Fig. 1: run 1, drive-strength map
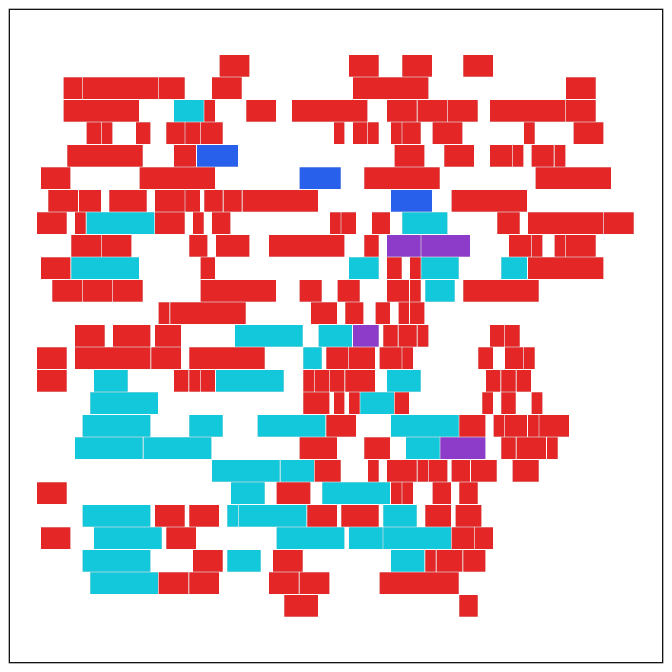
Fig. 2: run 1, cells colored by class
The bar under the picture is 20 um long.
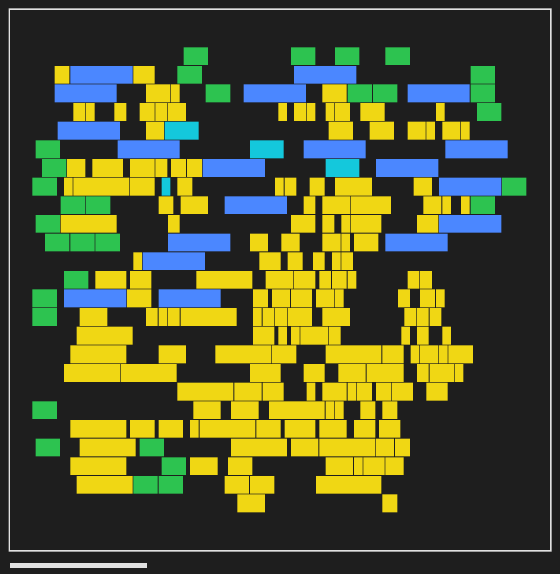
Fig. 3: run 1, the metal 1 layer
Supply wires on this layer in gray. Cells faint in the background.
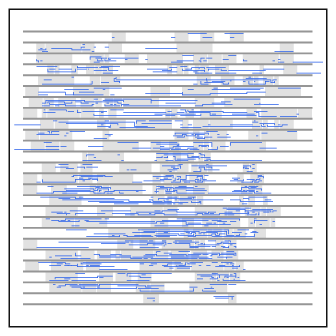
## src/rtl/mux8_rr_sched.sv

```systemverilog
// mux8_rr_sched: 8:1 data mux driven by a round-robin burst scheduler.
// A requester is granted for up to BURST_LEN accepted beats. The grant ends
// early if that requester drops its request. One idle cycle always separates
// two grants.
// Optional feature macro: MUX_SCHED_STATS_EN adds the o_beat_cnt statistic.
module mux8_rr_sched #(
  parameter int unsigned BURST_LEN = 4
) (
  input  logic        i_clk,
  input  logic        i_rst_n,
  input  logic [7:0]  i_req,
  input  logic [7:0]  i_i,
  input  logic        i_out_ready,
  output logic [2:0]  o_s,
  output logic [7:0]  o_gnt,
  output logic        o_out,
  output logic        o_out_valid
`ifdef MUX_SCHED_STATS_EN
  ,
  output logic [15:0] o_beat_cnt
`endif
);

  typedef enum logic {IDLE = 1'b0, GRANT = 1'b1} state_t;

  state_t     r_state, w_state_nxt;
  logic [2:0] r_s, w_s_nxt;
  logic [7:0] r_gnt, w_gnt_nxt;
  logic [2:0] r_ptr, w_ptr_nxt;
  logic [3:0] r_bcnt, w_bcnt_nxt;

  logic [2:0] w_sel;
  logic       w_found;
  logic       w_vld;
  logic       w_accept;
  logic       w_last;

  // Find the first requester at or above ptr, wrapping from 7 to 0.
  always_comb begin
    w_sel   = 3'd0;
    w_found = 1'b0;
    for (int k = 0; k < 8; k++) begin
      if (!w_found && i_req[r_ptr + 3'(k)]) begin
        w_sel   = r_ptr + 3'(k);
        w_found = 1'b1;
      end
    end
  end

  // Offer a beat only while the granted requester keeps its request up.
  assign w_vld    = (r_state == GRANT) && i_req[r_s];
  assign w_accept = w_vld && i_out_ready;
  assign w_last   = (r_bcnt + 4'd1) == 4'(BURST_LEN);

  // Next-state logic: arbitrate in IDLE, count beats and release in GRANT.
  always_comb begin
    w_state_nxt = r_state;
    w_s_nxt     = r_s;
    w_gnt_nxt   = r_gnt;
    w_ptr_nxt   = r_ptr;
    w_bcnt_nxt  = r_bcnt;
    case (r_state)
      IDLE: begin
        w_gnt_nxt = 8'h00;
        if (w_found) begin
          w_state_nxt = GRANT;
          w_s_nxt     = w_sel;
          w_gnt_nxt   = 8'h01 << w_sel;
          w_bcnt_nxt  = 4'd0;
        end
      end
      GRANT: begin
        if (!i_req[r_s] || (w_accept && w_last)) begin
          // Release the grant, and give the requester after s top priority.
          w_state_nxt = IDLE;
          w_gnt_nxt   = 8'h00;
          w_ptr_nxt   = r_s + 3'd1;
          w_bcnt_nxt  = w_accept ? r_bcnt + 4'd1 : r_bcnt;
        end else if (w_accept) begin
          w_bcnt_nxt = r_bcnt + 4'd1;
        end
      end
      default: w_state_nxt = IDLE;
    endcase
  end

  // Register the scheduler state. Reset abandons any burst that is in flight.
  always_ff @(posedge i_clk or negedge i_rst_n) begin
    if (!i_rst_n) begin
      r_state <= IDLE;
      r_s     <= 3'd0;
      r_gnt   <= 8'h00;
      r_ptr   <= 3'd0;
      r_bcnt  <= 4'd0;
    end else begin
      r_state <= w_state_nxt;
      r_s     <= w_s_nxt;
      r_gnt   <= w_gnt_nxt;
      r_ptr   <= w_ptr_nxt;
      r_bcnt  <= w_bcnt_nxt;
    end
  end

  assign o_s         = r_s;
  assign o_gnt       = r_gnt;
  assign o_out_valid = w_vld;
  assign o_out       = w_vld & i_i[r_s];

`ifdef MUX_SCHED_STATS_EN
  logic [15:0] r_beat_cnt;

  // Count accepted beats. The count saturates, and only reset clears it.
  always_ff @(posedge i_clk or negedge i_rst_n) begin
    if (!i_rst_n)
      r_beat_cnt <= 16'h0000;
    else if (w_accept && (r_beat_cnt != 16'hFFFF))
      r_beat_cnt <= r_beat_cnt + 16'd1;
  end

  assign o_beat_cnt = r_beat_cnt;
`endif

endmodule

```

## config.mk

```make
export PLATFORM = sky130hd
export DESIGN_NAME = mux8_rr_sched
export DESIGN_NICKNAME = d
export VERILOG_FILES = /design/src/rtl/mux8_rr_sched.sv
export SDC_FILE = /design/constraint.sdc
export NUM_CORES = 1
export LEC_CHECK = 0
export CORE_MARGIN = 3
export CORE_UTILIZATION = 40
export DETAILED_ROUTE_END_ITERATION = 12
export PLACE_DENSITY_LB_ADDON = 0.05
export RECOVER_POWER = 50
export SLEW_MARGIN = 25
export SYNTH_ARGS = -nofsm -noshare
export SYNTH_HDL_FRONTEND = slang
export SYNTH_SLANG_ARGS = --single-unit
```

## constraint.sdc

```tcl
create_clock -name i_clk -period 5.9 [get_ports i_clk]
set_input_delay 0.885 -clock i_clk [delete_from_list [all_inputs] [get_ports i_clk]]
set_output_delay 0.885 -clock i_clk [all_outputs]
set_load 0.01 [all_outputs]
```

==> impl_metrics.ini, run 1 <==
; generated from flow reports
[yosys]
async_flop_share_pct = 100
mux_share_pct = 35.8
synthTopCellsByCount = dfrtp_1, mux4_2, nand2_1
ff_type = dfrtp_1
mappedNetlistNets = 230
synth_flops = 19
ys_area_sq_um = 2120
top_area_cell = dfrtp_1

[route]
drt-initial-drc-count = 169
wl_met2_um = 2560
drt_pass1_iterations = 4

[final_timing]
relSlewSlack_pct = 38.9
period_used_pct = 71.4
worst_pin_slew_ps = 916
finalCriticalPeriod_ps = 4210

[critical_path]
rrSetupSlack_ps = 1690
endpoint = o_gnt[3]$_DFFE_PN0P_
cp.depth = 9
worstPathMaxFanout = 20
crit_required_ps = 6040
end_kind = flop
ff2ff_path_depth = 9
crit-reg2reg-launch = r_ptr[1]$_DFFE_PN0P_
critPathTopFamily = multiplexers
slowest_stage = dfrtp_1

[clocking]
insertion_delay_ps = 250
htree_levels = 1
cts_buffers = 3
clockBufferDepth = 2
cts_resized = 0
clk_pin_slew_ps = 70
root_buffer = clkbuf_8

[die]
io-pin-count = 32

[power]
combinationalPowerShare_pct = 75.8
swShare_pct = 49.2
intPower_mw = 0.822
seqPwrFrac_pct = 18.7
p_clk_mw = 0.0900
peakVddDrop_mv = 0.292
clock_power_share_pct = 5.6

[place]
place_area_sq_um = 2430
place_congestion = 0.888

[grt]
grt_util_all_layers_pct = 17.8

[outcome]
status = complete, no violations

[layout]
lay_top_count = clkdlybuf4s50_1
fin_cells = 293
About Fig. 1:
blue -> drive 6 and up  # cells 3, share 1.3%
purple -> drive 3 to 4  # cells 4, share 1.8%
red -> drive 1 or less  # cells 180, share 80%
cyan -> drive 2  # cells 39, share 17%
nonclk buf count: 31
Setup WS post-layout: 1690 ps

About Fig. 2:
cyan -> clock drivers and dummy loads  # cells 4
yellow -> all other logic  # cells 172
green -> other buffers and delay cells  # cells 31
blue -> flip-flops  # cells 19
design area: 2480 sq um
Layout Utilization: 50.4%
Std-Cell Core Area: 4910 sq um
sequential portion of the cell area: 19.2%
row cnt: 25

About Fig. 3:
share of all routed wire = 45%
nets with wire on the layer = 216
wire length on this layer = 2360 um
main direction = horizontal
routing usage on met1: 25.5%
via count: 1814
total wire length: 5190 um

==> inputs of run 2 (changes only) <==
Clock period 5.9 ns to 3.65 ns, I/O delays scaled along.
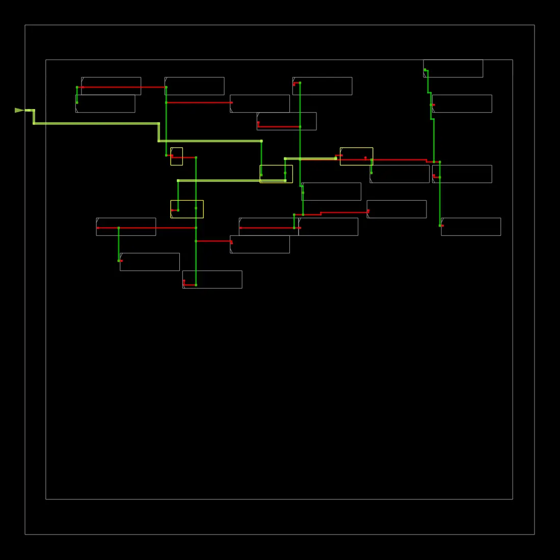
Fig. 4. Clock nets (run 2).
CTS sink count: 19
Insertion Delay late pin: 260 ps
CTS Buf Count: 3
registers: 19

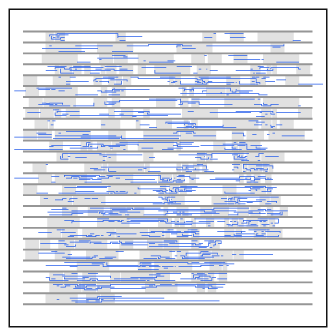
Fig. 5. The metal 1 layer (run 2).
Supply wires on this layer in gray. Cells faint in the background.
share of all routed wire = 45%
nets with wire on the layer = 226
main direction = horizontal
wire length on this layer = 2470 um
longest straight run = 29.4 um
via count: 1878
total wire length: 5470 um
routing usage on met1: 27.7%

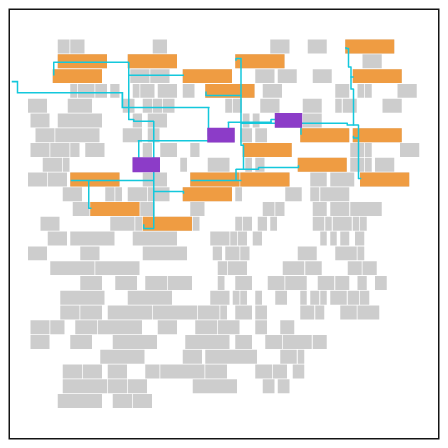
Fig. 6. Clock distribution (run 2).
cyan -> clock wires  # length 276 um
purple -> cells driving clock nets  # count 3
orange -> flip-flops  # count 19
routed clock nets = 4
skew final: 3.51 ps
Clk network pwr share: 5.6%
Clock net power: 0.150 mW

==> run 2 against run 1 <==
Maximum frequency increased by 26%. Clock-buffer cell count decreased by 1. Sequential share of layout area decreased by 0.32 points. Global-route usage increased by 1.1 points. Hold slack got worse by 4.6 ps. Via count increased by 3.5%. Synthesized cell count unchanged. Register-to-register slack got worse by 1400 ps. First-iteration DRC count decreased by 9.5%. Critical endpoint is now o_gnt[2]$_DFFE_PN0P_. Die size unchanged. Worst setup slack got worse by 1400 ps. Power increased by 67%.
==> impl_metrics.ini, run 2 <==
; generated from flow reports
[clocking]
htree_levels = 1
root_buffer = clkbuf_8
clk_pin_slew_ps = 80
clockBufferDepth = 2

[critical_path]
critPathTopFamily = simple AND/OR/NAND/NOR gates
slowest_stage = ha_1
crit_required_ps = 3800
rrSetupSlack_ps = 310
endpoint = o_gnt[2]$_DFFE_PN0P_
crit-reg2reg-launch = r_ptr[1]$_DFFE_PN0P_
ff2ff_path_depth = 10
worstPathMaxFanout = 10

[power]
combinationalPowerShare_pct = 79.0
peakVddDrop_mv = 0.393
seqPwrFrac_pct = 15.4
swShare_pct = 49.4

[layout]
fin_cells = 298
sh_seq_area_pct = 18.9
lay_top_count = clkdlybuf4s50_1
design_area_sq_um = 2520
final_util_pct = 51.3
signal_buffers = 36

[die]
io-pin-count = 32
rows = 25

[yosys]
synth_flops = 19
mux_share_pct = 35.8
top_area_cell = dfrtp_1
ys_area_sq_um = 2120
ff_type = dfrtp_1

[grt]
grt_util_all_layers_pct = 18.9

[route]
drt-initial-drc-count = 153
wl_met2_um = 2650

[final_timing]
finalCriticalPeriod_ps = 3340
period_used_pct = 91.5
relSlewSlack_pct = 42.3
worst_pin_slew_ps = 862

[outcome]
status = complete, no violations
Power and IR drop assume default switching activity.
